**src/rtl/pll_mon_pkg.sv**
```systemverilog
// pll_mon_pkg
//   Shared definitions for the PLL lock detector: FSM state encoding,
//   default parameter values and counter-width helpers.
package pll_mon_pkg;

  typedef enum logic [1:0] {
    ST_IDLE    = 2'd0,
    ST_ACQUIRE = 2'd1,
    ST_LOCKED  = 2'd2
  } pll_state_e;

  localparam int unsigned DEF_WINDOW    = 1000;
  localparam int unsigned DEF_EXP_EDGES = 16;
  localparam int unsigned DEF_TOL       = 1;
  localparam int unsigned DEF_LOCK_CNT  = 4;
  localparam int unsigned DEF_CNT_W     = 16;

  // Window counter runs 0..WINDOW-1.
  function automatic int unsigned win_cnt_width(input int unsigned window);
    return $clog2(window);
  endfunction

  // Good-window counter must be able to hold LOCK_CNT itself.
  function automatic int unsigned good_cnt_width(input int unsigned lock_cnt);
    return $clog2(lock_cnt + 1);
  endfunction

endpackage

```
**src/rtl/pll_lock_detect_sync_edge_det.sv**
```systemverilog
// sync_edge_det
//   Brings an asynchronous clock-like signal into the clk_tb domain and
//   produces a single-cycle strobe for each rising edge.
//   Ports:
//     clk_tb  - sampling clock
//     rst_n   - async active-low reset, clears all flops to 0
//     async_i - asynchronous input (monitored clock)
//     edge_o  - one-cycle strobe per rising edge of async_i
module sync_edge_det (
  input  logic clk_tb,
  input  logic rst_n,
  input  logic async_i,
  output logic edge_o
);

  // meta_q may go metastable; s1_q is the synchronized level, s2_q its
  // one-cycle history for edge detection.
  logic meta_q, s1_q, s2_q;

  always_ff @(posedge clk_tb or negedge rst_n) begin
    if (!rst_n) begin
      meta_q <= 1'b0;
      s1_q   <= 1'b0;
      s2_q   <= 1'b0;
    end else begin
      meta_q <= async_i;
      s1_q   <= meta_q;
      s2_q   <= s1_q;
    end
  end

  assign edge_o = s1_q & ~s2_q;

endmodule

```
**src/rtl/pll_lock_detect.sv**
```systemverilog
// pll_lock_detect
//   Frequency-comparison lock detector. Counts rising edges of mon_clk over
//   fixed windows of WINDOW clk_tb cycles; declares lock after LOCK_CNT
//   consecutive windows within EXP_EDGES +/- TOL, drops lock on the first
//   window outside tolerance.
//   Ports:
//     clk_tb    - detector clock (> 2x mon_clk)
//     rst_n     - async active-low reset
//     mon_clk   - monitored clock, asynchronous
//     pll_rst   - sync; high forces unlock and holds the detector idle
//     pll_lock  - registered lock status
//     lock_lost - one-cycle pulse when lock is dropped by a bad window
//     win_valid - one-cycle pulse per completed window
//     win_edges - edge count of the last completed window
module pll_lock_detect
  import pll_mon_pkg::*;
#(
  parameter int unsigned WINDOW    = DEF_WINDOW,
  parameter int unsigned EXP_EDGES = DEF_EXP_EDGES,
  parameter int unsigned TOL       = DEF_TOL,
  parameter int unsigned LOCK_CNT  = DEF_LOCK_CNT,
  parameter int unsigned CNT_W     = DEF_CNT_W
) (
  input  logic             clk_tb,
  input  logic             rst_n,
  input  logic             mon_clk,
  input  logic             pll_rst,
  output logic             pll_lock,
  output logic             lock_lost,
  output logic             win_valid,
  output logic [CNT_W-1:0] win_edges
);

  localparam int unsigned WCW = win_cnt_width(WINDOW);
  localparam int unsigned GCW = good_cnt_width(LOCK_CNT);
  localparam int unsigned XW  = CNT_W + 1;

  localparam logic [WCW-1:0] WIN_LAST  = WCW'(WINDOW - 1);
  localparam logic [GCW-1:0] GOOD_LAST = GCW'(LOCK_CNT - 1);
  localparam logic [XW-1:0]  EXP_X     = XW'(EXP_EDGES);
  localparam logic [XW-1:0]  TOL_X     = XW'(TOL);

  pll_state_e       state_q, state_d;
  logic [WCW-1:0]   win_cnt_q, win_cnt_d;
  logic [CNT_W-1:0] edge_cnt_q, edge_cnt_d;
  logic [GCW-1:0]   good_cnt_q, good_cnt_d;
  logic             pll_lock_q, pll_lock_d;
  logic             lock_lost_q, lock_lost_d;
  logic             win_valid_q, win_valid_d;
  logic [CNT_W-1:0] win_edges_q, win_edges_d;

  logic             mon_edge;
  logic [XW-1:0]    sum_x, meas_x, diff_x;
  logic [CNT_W-1:0] meas;
  logic             win_close, good;

  sync_edge_det u_sync (
    .clk_tb  (clk_tb),
    .rst_n   (rst_n),
    .async_i (mon_clk),
    .edge_o  (mon_edge)
  );

  // Running count including this cycle's edge, saturating at all-ones.
  assign sum_x  = {1'b0, edge_cnt_q} + XW'(mon_edge);
  assign meas   = sum_x[CNT_W] ? {CNT_W{1'b1}} : sum_x[CNT_W-1:0];
  assign meas_x = {1'b0, meas};

  // Absolute deviation, kept unsigned by ordering the operands.
  assign diff_x = (meas_x >= EXP_X) ? (meas_x - EXP_X) : (EXP_X - meas_x);
  assign good   = (diff_x <= TOL_X);

  assign win_close = (state_q != ST_IDLE) && (win_cnt_q == WIN_LAST);

  // State register
  always_ff @(posedge clk_tb or negedge rst_n) begin
    if (!rst_n) state_q <= ST_IDLE;
    else        state_q <= state_d;
  end

  // Next-state logic
  always_comb begin
    state_d = state_q;
    if (pll_rst) begin
      state_d = ST_IDLE;
    end else begin
      case (state_q)
        ST_IDLE:    state_d = ST_ACQUIRE;
        ST_ACQUIRE: if (win_close && good && (good_cnt_q == GOOD_LAST)) state_d = ST_LOCKED;
        ST_LOCKED:  if (win_close && !good) state_d = ST_ACQUIRE;
        default:    state_d = ST_IDLE;
      endcase
    end
  end

  // Output / datapath next values
  always_comb begin
    win_cnt_d   = win_cnt_q;
    edge_cnt_d  = edge_cnt_q;
    good_cnt_d  = good_cnt_q;
    pll_lock_d  = pll_lock_q;
    lock_lost_d = 1'b0;
    win_valid_d = 1'b0;
    win_edges_d = win_edges_q;
    if (pll_rst) begin
      // Partial window is discarded; win_edges keeps the last full result.
      win_cnt_d  = '0;
      edge_cnt_d = '0;
      good_cnt_d = '0;
      pll_lock_d = 1'b0;
    end else if (state_q == ST_IDLE) begin
      win_cnt_d  = '0;
      edge_cnt_d = '0;
      good_cnt_d = '0;
      pll_lock_d = 1'b0;
    end else if (win_close) begin
      win_cnt_d   = '0;
      edge_cnt_d  = '0;
      win_edges_d = meas;
      win_valid_d = 1'b1;
      if (state_q == ST_ACQUIRE) begin
        if (good) begin
          good_cnt_d = good_cnt_q + 1'b1;
          if (good_cnt_q == GOOD_LAST) pll_lock_d = 1'b1;
        end else begin
          good_cnt_d = '0;
        end
      end else if (!good) begin
        pll_lock_d  = 1'b0;
        lock_lost_d = 1'b1;
        good_cnt_d  = '0;
      end
    end else begin
      win_cnt_d  = win_cnt_q + 1'b1;
      edge_cnt_d = meas;
    end
  end

  always_ff @(posedge clk_tb or negedge rst_n) begin
    if (!rst_n) begin
      win_cnt_q   <= '0;
      edge_cnt_q  <= '0;
      good_cnt_q  <= '0;
      pll_lock_q  <= 1'b0;
      lock_lost_q <= 1'b0;
      win_valid_q <= 1'b0;
      win_edges_q <= '0;
    end else begin
      win_cnt_q   <= win_cnt_d;
      edge_cnt_q  <= edge_cnt_d;
      good_cnt_q  <= good_cnt_d;
      pll_lock_q  <= pll_lock_d;
      lock_lost_q <= lock_lost_d;
      win_valid_q <= win_valid_d;
      win_edges_q <= win_edges_d;
    end
  end

  assign pll_lock  = pll_lock_q;
  assign lock_lost = lock_lost_q;
  assign win_valid = win_valid_q;
  assign win_edges = win_edges_q;

endmodule

```
**config.mk**
```make
export PLATFORM = sky130hd
export DESIGN_NAME = pll_lock_detect
export DESIGN_NICKNAME = d
export VERILOG_FILES = /design/src/rtl/pll_mon_pkg.sv /design/src/rtl/pll_lock_detect_sync_edge_det.sv /design/src/rtl/pll_lock_detect.sv
export SDC_FILE = /design/constraint.sdc
export NUM_CORES = 1
export LEC_CHECK = 0
export CORE_MARGIN = 4
export CORE_UTILIZATION = 40
export DETAILED_ROUTE_END_ITERATION = 16
export PLACE_DENSITY = 0.64
export SYNTH_ARGS = -nofsm -noshare
export SYNTH_HDL_FRONTEND = slang
export SYNTH_SLANG_ARGS = --single-unit
```
**constraint.sdc**
```tcl
create_clock -name clk_tb -period 5.7 [get_ports clk_tb]
set_input_delay 0.855 -clock clk_tb [delete_from_list [all_inputs] [get_ports clk_tb]]
set_output_delay 0.855 -clock clk_tb [all_outputs]
set_load 0.01 [all_outputs]
```
Fig. 1: run 1, routed metal, one color a layer
The bar under the picture is 20 microns long.
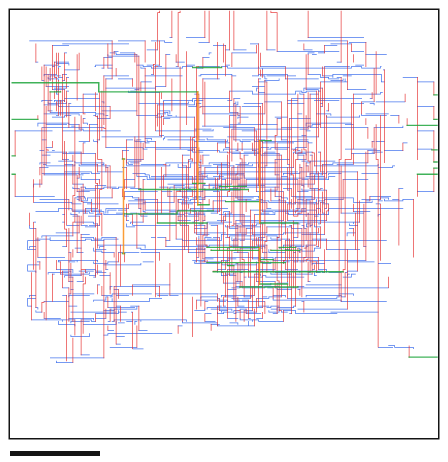
legend:
  M1:
    color: blue
    wire_length: 3440 microns
  M3:
    color: green
    wire_length: 272 microns
  M2:
    color: red
    wire_length: 3360 microns
  M4:
    color: orange
    wire_length: 72.8 microns
overall routing resource usage: 17.1%
total length of routed wires: 7140 microns
final routed wire length divided by cell count: 15.8 microns
vias: 2445

Fig. 2: run 1, clock distribution
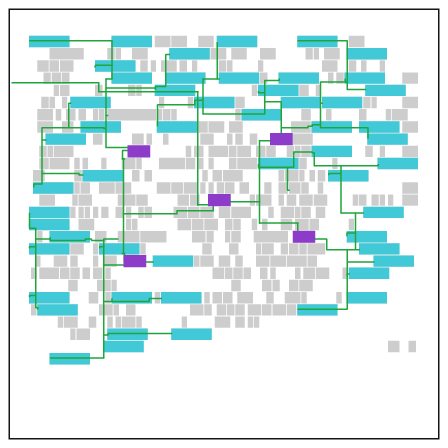
legend:
  clock-net drivers:
    color: purple
    count: 5
  clock wires:
    color: green
    length: 673 microns
  flip-flops:
    color: cyan
    count: 53
routed clock nets: 6
power consumed by the clock network: 0.271 mW
Clock power frac: 39.8%
clock insertion delay at the later pin of the skew report: 0.31 ns

Fig. 3: run 1, I/O pins on the die edge
Pins as bars across the die edge, other pins in gray.
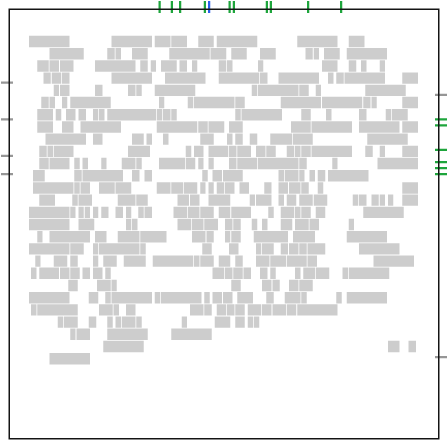
legend:
  mon_clk:
    color: blue
    pins: 1
    direction: input
    edge: north
  win_edges:
    color: green
    pins: 16
    direction: output
    edge: 10 north, 6 east
all pins by edge: 11 north, 8 east, 4 west

==> summary.txt, run 1 <==
Implementation results. Buffer share of cell area landed at about 6.7%. Looking at the clock tree report, the H-tree level count equals 2. Post-layout total power landed at 0.681 mW. Looking at the VDD voltage map, the peak drop is approximately 0.00011 V. From left edge to right edge, the die measures 95.4 microns.

The transition time recorded at the tightest slew-check pin is approximately 1.2 ns. The library cells used most frequently in the layout, excluding fill and tap cells, are sky130_fd_sc_hd__dfrtp_1, sky130_fd_sc_hd__nand2_1, sky130_fd_sc_hd__nor2_1. The worst-case reg-to-reg setup slack stands at about 1.4 ns. The count of buffers added on input and output ports is 22. Post-CTS resize count landed at 0. Counting every sink on the clock net gives 53.

Of the total standard cell area in the layout, the sequential portion is 38.6%. STA lists the maximum fanout along the critical path as 14. Leaving out fill and tap cells, the most frequent cell in the layout is sky130_fd_sc_hd__dfrtp_1. Compound-cell area share of the yosys netlist landed at approximately 14%. For the worst reg-to-reg path, the endpoint reported by OpenROAD is pll_lock$_DFFE_PN0P_. Number of flip-flops and latches in the synthesized netlist landed at approximately 53. The first global-routing pass estimated 12200 microns of wire.

Logic depth of the worst setup path including buffers landed at 16. Number of logic gates landed at 259. Worst setup slack after placement landed at between 1 and 1.5 ns.

Between clock sinks in the finished design, the worst skew comes to roughly 0.0046 ns. Dividing the synthesized area by the synthesized cell count gives 9.07 sq um. Detailed-route iteration 0 reported a violation count of about 180. Number of buffers added to fix hold violations after cts landed at 0. Post-DP HPWL landed at between 5000 and 6000 microns. Area overhead of the layout relative to synthesis landed at 12.3%.

Power per cell area landed at a little under 200 nW/um^2. Following the worst setup path forward leads to its endpoint at pll_lock$_DFFE_PN0P_. Total combinational power landed at roughly 0.03 mW. Instance area at placement landed at approximately 3300 sq um.

Adder-cell area share of the yosys netlist landed at 3.68%. Internal cell power landed at approximately 0.53 mW. After synthesis, the chip area reported by Yosys is 3060 sq um.

After synthesis, the share of cell area in mux cells is ~2.0%. Count of library flops with an enable pin landed at 0. Count of cell types in the netlist landed at 53.

Hold violation total from the final report landed at 0. Leakage power landed at roughly 1.5 nW. STA classifies the critical path endpoint as a flip-flop. Of all cell types, the one taking the most synthesized area is sky130_fd_sc_hd__dfrtp_1. The number of antenna violations at the first check in global routing was 0. In the Yosys report, the sequential cells make up 43.4% of the chip area. The initialized floorplan defines 31 standard-cell rows.

Sorting the synthesis cell report by count puts at the top sky130_fd_sc_hd__dfrtp_1. Setup repair after global routing left no endpoint under its margin. The timing report attributes the biggest portion of critical-path delay to simple AND/OR/NAND/NOR gates. The die covers between 9000 and 10000 sq um. Per the GRT log, the top usage layer is met2.

TritonCTS built the clock tree. Looking at the clock tree report, the root buffer type is sky130_fd_sc_hd__clkbuf_8. After layout, the worst setup slack is around 1.4 ns. The synthesis report lists the most area-consuming cells as sky130_fd_sc_hd__dfrtp_1, sky130_fd_sc_hd__nand2_1, sky130_fd_sc_hd__nor2_1. Maximum number of pins on one net before global-route repair landed at around 54. Count of fill cells added during filler insertion landed at 703. After layout, the inverter instance count without clock inverters stands at 10.

Height of the chip landed at between 90 and 100 microns. Among all cell classes, the greatest summed area belongs to combinational gates. Number of ordinary and repair buffers in the finished layout landed at 24. The final max-slew violation count recorded for this run is 0. Worst endpoint required time landed at a little under 6 ns. Data on the critical path arrives at its endpoint at between 4 and 5 ns. Global-route track usage on met2 landed at between 20% and 30%.

Cell count after placement landed at between 400 and 500. In this run the critical register-to-register path is launched from u_sync.s1_q$_DFF_PN0_. Per the Yosys statistics, synthesis produced about 340 cells. Max capacitance violation total landed at 0. Fraction of standard cell area in multi-input logic landed at 46.5%. Maximum achievable frequency landed at 231 MHz.

In this run the worst setup path begins at u_sync.s1_q$_DFF_PN0_. Counting flops with an async set or reset pin after synthesis yields a share of 100%. Cells fill 46.9% of the core in the end. Total iterations of the first detailed-routing run landed at 4. The final report lists a non-filler cell total of approximately 450. In this run, the synthesized area fraction spent on xor and xnor cells is recorded as 6.55%. Final sequential cell count landed at 53. STA shows the worst min-delay path finishing at u_sync.s1_q$_DFF_PN0_.

23 I/O pins were placed. The worst register-to-register path depth is 16. Layout net count landed at around 370.

The synthesized design devotes to its leading area cell type a little over two fifths of total area. Number of routed nets with antenna violations landed at 0. Simple logic cell fraction of the synthesized area landed at between 20 and 30%.

The end-of-flow timing check tallies setup violations at 0. On met1, the global router reports a usage of 24.1%. In this run the power spent charging and discharging nets is 0.151 mW. In the final routing, the length of wire on met1 measures between 3000 and 4000 microns.

Per the layout area report, the combinational gate area comes to approximately 1600 sq um. In the hold timing report, the worst path depth is 0. Walking the worst path, the cells encountered are nor2b_1 -> ha_1 -> ha_1 -> inv_1 -> nor4_4 -> nand2_1 -> and2_1 -> inv_1 -> ha_1 -> nand2_1 -> or4_1 -> or4_1 -> nand2_1 -> o211a_1 -> or2_1 -> o21ai_1. For this run, the script counts the antenna cells in the layout as 0. Post-route minimum period landed at ~4.3 ns. On the critical path, the stage with the largest delay is an instance of sky130_fd_sc_hd__ha_1. Per the detail_route log, met2 wirelength is roughly 3400 microns.

In this run the cell area of the synthesized design comes to around 3000 sq um. Via count of the first global-routing pass landed at roughly 2400. Summing all flip-flop and latch instances after layout gives about 1300 sq um. Minimum hold slack landed at around 0.38 ns.

The flow ran to the end, and the final reports show no timing, DRC or antenna violations. Clock-pin slew on the worst setup and hold paths landed at roughly 0.1 ns. Global route total overflow landed at 0. Floorplan core area landed at between 7000 and 8000 sq um.
==> run 2, diff against run 1 <==
==> constraint.sdc (replaced) <==
create_clock -name clk_tb -period 4 [get_ports clk_tb]
set_input_delay 0.6 -clock clk_tb [delete_from_list [all_inputs] [get_ports clk_tb]]
set_output_delay 0.6 -clock clk_tb [all_outputs]
set_load 0.01 [all_outputs]
Fig. 4: run 2, I/O pins on the die edge
Pins as bars across the die edge, other pins in gray.
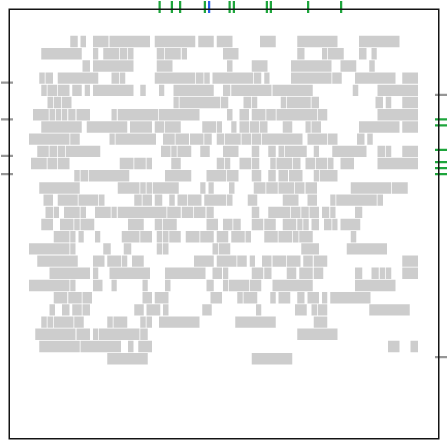
legend:
  win_edges:
    color: green
    pins: 16
    direction: output
    edge: 10 north, 6 east
  mon_clk:
    color: blue
    pins: 1
    direction: input
    edge: north
horizontal die dimension: 95.4 microns
count of buffers from port buffering: 22
chip height: 95.4 microns

Fig. 5: run 2, routed metal, one color a layer
The bar under the picture is 20 microns long.
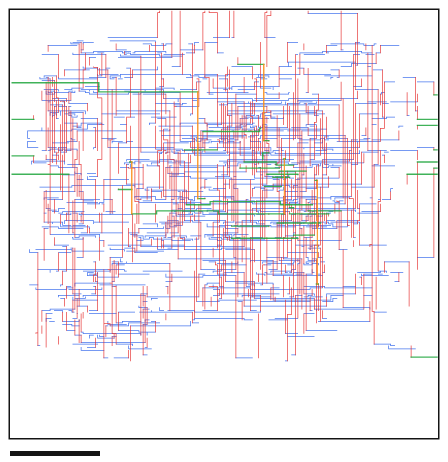
legend:
  M1:
    color: blue
    wire_length: 3430 microns
  M4:
    color: orange
    wire_length: 87.7 microns
  M3:
    color: green
    wire_length: 289 microns
  M2:
    color: red
    wire_length: 3350 microns

==> run 2 against run 1 <==
Effect of this change:
- core utilization is 1.4 points higher
- via count is 3.1% higher
- first-iteration DRC count is 5.1% lower
- routed wire length is 0.14% higher
- die area stayed put
- critical path depth is 1 lower
- sequential share of layout area is 1.1 points lower
- cell count is 3.1% higher
- clock skew is 0.0028 ns higher
- cell area is 3.1% higher
==> summary.txt, run 2 <==
Implementation results. The via count of the first global-routing pass was roughly 2400. The flow reports that combinational logic draws under 10% of the design power. The share of the Yosys chip area taken by registers is between 40 and 50%. Once layout is complete, the cells apart from fillers number 467. Per the layout report, the design carries around 670 filler cells. Once placement completed, the tool counted placed cells totaling roughly 460. Simple logic cell fraction of the synthesized area landed at between 20 and 30%. In the final layout, excluding clock inverters the inverter count is 10. For reference, the final report shows the max-slew violation count at 0. STA lists the startpoint of the worst register-to-register path as u_sync.s1_q$_DFF_PN0_.

Global-route met1 utilization landed at between 20% and 30%. Async set-reset flop share out of synthesis landed at 100%. Setup slack on the worst flop-to-flop path landed at 0.24 ns. Per the synthesis report, the dominant area consumer among library cells is sky130_fd_sc_hd__dfrtp_1. Instance area at placement landed at around 3400 sq um. The transition time recorded at the tightest slew-check pin is 0.746 ns. Post-DP HPWL landed at 5510 microns. Sequential share of cell area landed at between 30% and 40%. At the end of the flow the core is filled with cells to between 40% and 50%. Setup violations remaining at the end of the flow were counted as 0. The library cell used most frequently in the layout, excluding fill and tap cells, is sky130_fd_sc_hd__dfrtp_1. The later pin in the worst-skew pair is clocked with a latency of around 0.31 ns. TritonCTS built the clock tree. Multi-input logic gates represent a cell area share of a little under half. On the critical path the largest part of the delay comes from AND-OR/OR-AND gates. Total inserted antenna cells landed at 0.

Worst clock skew landed at approximately 0.0074 ns. In the synthesis report, Yosys lists the chip area as between 3000 and 4000 sq um. Post-CTS repair changed the size of 0 cells. Number of ordinary and repair buffers in the finished layout landed at 38. The report gives the cell count of the worst hold path as 0. Compound-cell area share of the yosys netlist landed at roughly 14%. Total track usage landed at between 10% and 20%. Net switching component of the power landed at 0.213 mW. The largest individual stage delay along the critical path comes from the cell sky130_fd_sc_hd__a2111o_1. In this run the cell area of the synthesized design comes to between 3000 and 4000 sq um. Fraction of power consumed by the clock network landed at 38.7%. Total area of multi-input combinational cells landed at ~1600 sq um. Nets still carrying antenna violations after routing amount to 0. The flow ran to the end, and the final reports show no timing, DRC or antenna violations.

Maximum vdd ir drop landed at between 0.0002 and 0.00025 V. In the finished design the tool counted flip-flops and latches totalling between 50 and 60. Hold violation total from the final report landed at 0. By area, the class that comes first in the final layout consists of combinational gates. Total clock sinks landed at between 50 and 60.

sky130_fd_sc_hd__dfrtp_1 is the most common cell in the netlist. Fraction of final layout cells sized beyond drive strength 1 landed at under 10%. After clock tree synthesis, the flow added hold-fix buffers numbering 0.

The main area contributors are sky130_fd_sc_hd__dfrtp_1, sky130_fd_sc_hd__nand2_1, sky130_fd_sc_hd__nor2_1. Across the whole layout, storage elements account for approximately 1300 sq um. Yosys mapped a number of flops with a built-in enable equal to 0.

Setup repair after global routing left no endpoint under its margin. Post-layout total power landed at between 0.9 and 1 mW. The clock buffers instantiated in the layout total 6.

Along the worst path, the maximum fanout reaches 13. From synthesis to final layout, the design area changed by 15.8%. Endpoint arrival time on the critical path landed at 3.97 ns. According to the floorplan report, the placeable core area is between 7000 and 8000 sq um.

Number of levels the H-tree was split into landed at 2. For the worst reg-to-reg path, the endpoint reported by OpenROAD is state_q[0]$_DFFE_PN0P_. In the layout the tool counted multi-input logic cells amounting to approximately 260.

Yosys cell count landed at approximately 340. In this run the power density over the cells is between 200 and 300 nW/um^2. Synthesized-area fraction occupied by xor and xnor cells landed at between 6 and 7%. Looking at the hold checks, the worst path lands on u_sync.s1_q$_DFF_PN0_.

On the worst setup and hold paths after CTS, the clock-pin slew comes to roughly 0.10 ns. The critical path ends at state_q[0]$_DFFE_PN0P_. Listed in order, past its start point the critical path passes nor2b_1 -> ha_2 -> ha_1 -> buf_6 -> nand4_1 -> o211ai_1 -> inv_2 -> ha_1 -> and2_1 -> nand4_1 -> a211oi_1 -> a32oi_1 -> a2111o_1 -> or2_4 -> o21a_1.

Summed over all layers, the global routing overflow is 0. The worst path meets setup with between 0.2 and 0.25 ns of slack. Total iterations of the first detailed-routing run landed at 4. Minimum hold slack landed at approximately 0.37 ns. In this run the full chip footprint comes out at about 9100 sq um. In this run, the synthesized area fraction spent on adder and majority cells is recorded as approximately 3.7%.

Number of flip-flops and latches in the synthesized netlist landed at 53. Post-detailed-route wirelength per cell landed at between 15 and 20 microns. Max capacitance violation total landed at 0. The tree is rooted in a sky130_fd_sc_hd__clkbuf_8. After the first detailed-routing iteration, the DRC count stood at 167.

The library cells used most frequently in the layout, excluding fill and tap cells, are sky130_fd_sc_hd__dfrtp_1, sky130_fd_sc_hd__nand2_1, sky130_fd_sc_hd__nor2_1. The first global-routing pass estimated 11800 microns of wire. The number of antenna violations at the first check in global routing was 0. The worst register-to-register path depth is 15. Per the post-place timing report, worst setup slack is roughly 0.11 ns. Static timing analysis puts the maximum clock frequency at about 270 MHz. Number of vias after detailed routing landed at about 2500. Buffer share of cell area landed at around a tenth.

On met2, the global router reports a usage of 26.6%. Maximum number of pins on one net before global-route repair landed at ~54. The worst path needs between 3 and 4 ns of the cycle, external delays included. In the per-layer summary, the met1 wirelength comes to between 3000 and 4000 microns.

Summed over the clock group, the power is between 0.3 and 0.4 mW. Count of cell types in the netlist landed at approximately 53. Mux contribution to synthesized area landed at a little under 2%. Worst endpoint required time landed at about 4.2 ns. Leakage power landed at approximately 1.5 nW. Per STA, the startpoint of the critical path is u_sync.s1_q$_DFF_PN0_. Grouping non-sequential cells by family puts the most area in simple AND/OR/NAND/NOR gates. After the last flow step, the layout net total stands at between 300 and 400.
Fig. 6: run 2, I/O nets highlighted
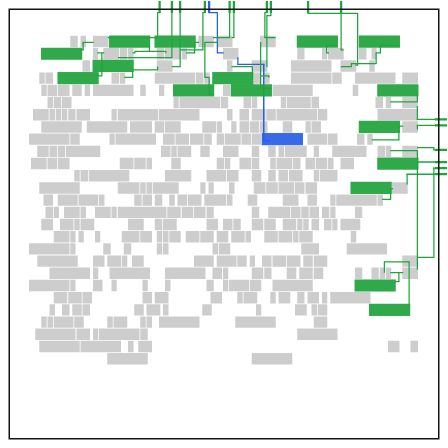
legend:
  mon_clk:
    color: blue
    bits: 1
    direction: input
    edge: north
    end_cells: 1
    buffers: 1
    wire: 38.2 microns
  win_edges:
    color: green
    bits: 16
    direction: output
    edge: 10 north, 6 east
    end_cells: 16
    buffers: 16
    wire: 368 microns

==> run 3, diff against run 2 <==
==> constraint.sdc (replaced) <==
create_clock -name clk_tb -period 3.7 [get_ports clk_tb]
set_input_delay 0.555 -clock clk_tb [delete_from_list [all_inputs] [get_ports clk_tb]]
set_output_delay 0.555 -clock clk_tb [all_outputs]
set_load 0.01 [all_outputs]
Fig. 7: run 3, clock distribution
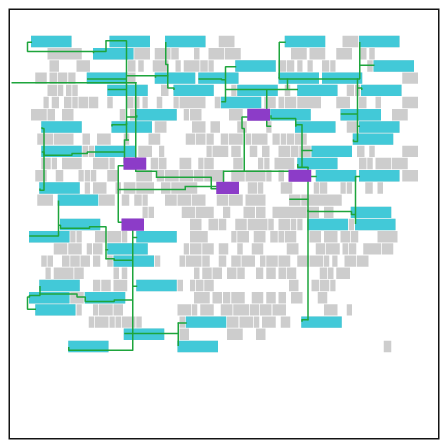
legend:
  clock wires:
    color: green
    length: 615 microns
  flip-flops:
    color: cyan
    count: 53
  clock-net drivers:
    color: purple
    count: 5
routed clock nets: 6

Fig. 8: run 3, I/O pins on the die edge
Pins as bars across the die edge, other pins in gray.
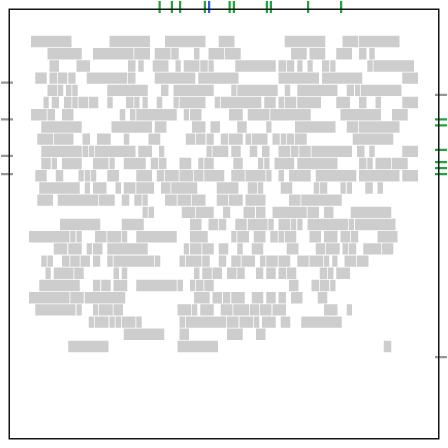

==> run 3 against run 2 <==
Effect of this change:
- hold slack got worse by 0.17 ns
- setup slack got worse by 0.051 ns
- flip-flop count unchanged
- die area unchanged
- clock-buffer cell count increased by 1
- critical endpoint unchanged
- highest routed layer unchanged
==> summary.txt, run 3 <==
Implementation results. Global-route met1 utilization landed at a little under a quarter. Count of fill cells added during filler insertion landed at between 600 and 700. sky130_fd_sc_hd__dfrtp_1 is the most common cell in the netlist. Wire length of the first global-routing pass landed at between 10000 and 15000 microns. In the synthesized netlist, the dominant kind of combinational cell is simple AND/OR/NAND/NOR gates.

Setup repair after global routing left no endpoint under its margin. Height of the chip landed at about 95 microns. The finished layout holds 480 standard cells, fillers aside. The die is around 95 microns wide. Starting DRC count in detailed routing landed at around 120. Worst setup slack after placement landed at -0.0806 ns.

Endpoint arrival time on the critical path landed at 3.72 ns. Area reported by Yosys stat landed at around 3100 sq um. Ranked by total cell area, the synthesized netlist is headed by sky130_fd_sc_hd__dfrtp_1, sky130_fd_sc_hd__nand2_1, sky130_fd_sc_hd__nor2_1. The library cell used most frequently in the layout, excluding fill and tap cells, is sky130_fd_sc_hd__dfrtp_1. Count of cell types in the netlist landed at between 50 and 60. Total track usage landed at roughly 17%.

Count of library flops with an enable pin landed at 0. Number of routed nets with antenna violations landed at 0. In the post-route analysis, the smallest setup slack over all paths is ~0.18 ns.

The synthesis report gives the async set-or-reset register share as 100%. According to the finish report, the design has a final net count of ~390. The placed instances occupy a cell area of 3510 sq um. Synthesized-area fraction occupied by xor and xnor cells landed at 6.55%. Per the STA report, the cell with the highest stage delay on the worst path is sky130_fd_sc_hd__a2111o_1. After detailed routing, the wire length on met1 is between 3000 and 4000 microns.

Looking at the worst setup and hold paths, the clock pins of their registers show a slew of 0.09 ns. The flow reported a cell area power density of between 200 and 300 nW/um^2. In this run the biggest area consumer among cell types represents a little over two fifths of the synthesized area. Global route total overflow landed at 0.

Looking at the VDD voltage map, the peak drop is about 0.00019 V. In the final design, more cell area goes to combinational gates than to any other class. Logic depth of the worst setup path including buffers landed at 13. The design draws 0.954 mW. Register share after synthesis landed at a little over two fifths.

Max-slew violation count landed at 0. Total area of multi-input combinational cells landed at between 1500 and 2000 sq um. STA classifies the critical path endpoint as a flip-flop. TritonCTS built the clock tree. Share of total power in combinational logic landed at between 5 and 6%. Setup slack on the worst flop-to-flop path landed at around 0.18 ns.

Detailed routing placed a total of about 3400 microns of wire on met2. Clock insertion delay at the later pin of the skew report landed at 0.30 ns. The most critical setup path has its endpoint at state_q[0]$_DFFE_PN0P_.

The final design was reported to hold multi-input combinational gates totalling ~260. Sequential share of cell area landed at between 30% and 40%. On the critical path the largest part of the delay comes from AND-OR/OR-AND gates. The net switching power in the latest report is 0.218 mW. After layout the signal buffers, clock cells excluded, come to a little under an eighth of cell area. The run finished with clean final reports. Non-clock inverter total of the final layout landed at 10. Via count of the first global-routing pass landed at roughly 2500. Per the placement report, the placed cell count is between 400 and 500. The cell area that synthesis handed to floorplanning was slightly above 3000 sq um. Number of port buffers landed at 22. In the final report, the number of hold violations comes to 0. Summed over all cells, the static leakage comes to around 1.6 nW. Post-detailed-route wirelength per cell landed at ~15 microns. Number of vias after detailed routing landed at 2563.

The flow reports power dissipated in the clock network as 0.316 mW. Global routing used between 20% and 30% of the available met2 tracks. Total length of routed wires landed at about 7300 microns.

Number of ordinary and repair buffers in the finished layout landed at about 51. Worst clock skew landed at 0.00840 ns. Fraction of standard cell area in multi-input logic landed at approximately 45%. Transition time of the tightest slew-check pin landed at about 0.83 ns. Combined flip-flop and latch cell area landed at approximately 1300 sq um.

Looking at the clock tree report, the H-tree level count equals 2. Simple logic cell fraction of the synthesized area landed at about a quarter. The post-route netlist has 13.6% of its cells at a drive strength greater than 1. The number of clock sinks came to roughly 53.

The signal on the critical path passes through nor2b_2 -> ha_2 -> ha_4 -> buf_4 -> a311oi_1 -> a31oi_1 -> a21o_1 -> or3_4 -> o22ai_1 -> o2111ai_1 -> a2111o_1 -> or2_4 -> o21a_1. met2 is the most crowded layer. Chip footprint landed at 9110 sq um. Counting I/O delays and the setup requirement, the final critical path takes 3.52 ns.
Fig. 9: run 3, I/O nets highlighted
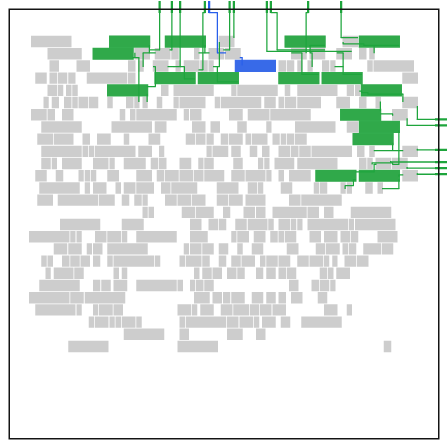
legend:
  mon_clk:
    color: blue
    bits: 1
    direction: input
    edge: north
    end_cells: 1
    buffers: 1
    wire: 15.2 microns
  win_edges:
    color: green
    bits: 16
    direction: output
    edge: 10 north, 6 east
    end_cells: 16
    buffers: 16
    wire: 332 microns

Power is estimated from default activity; no workload was simulated.
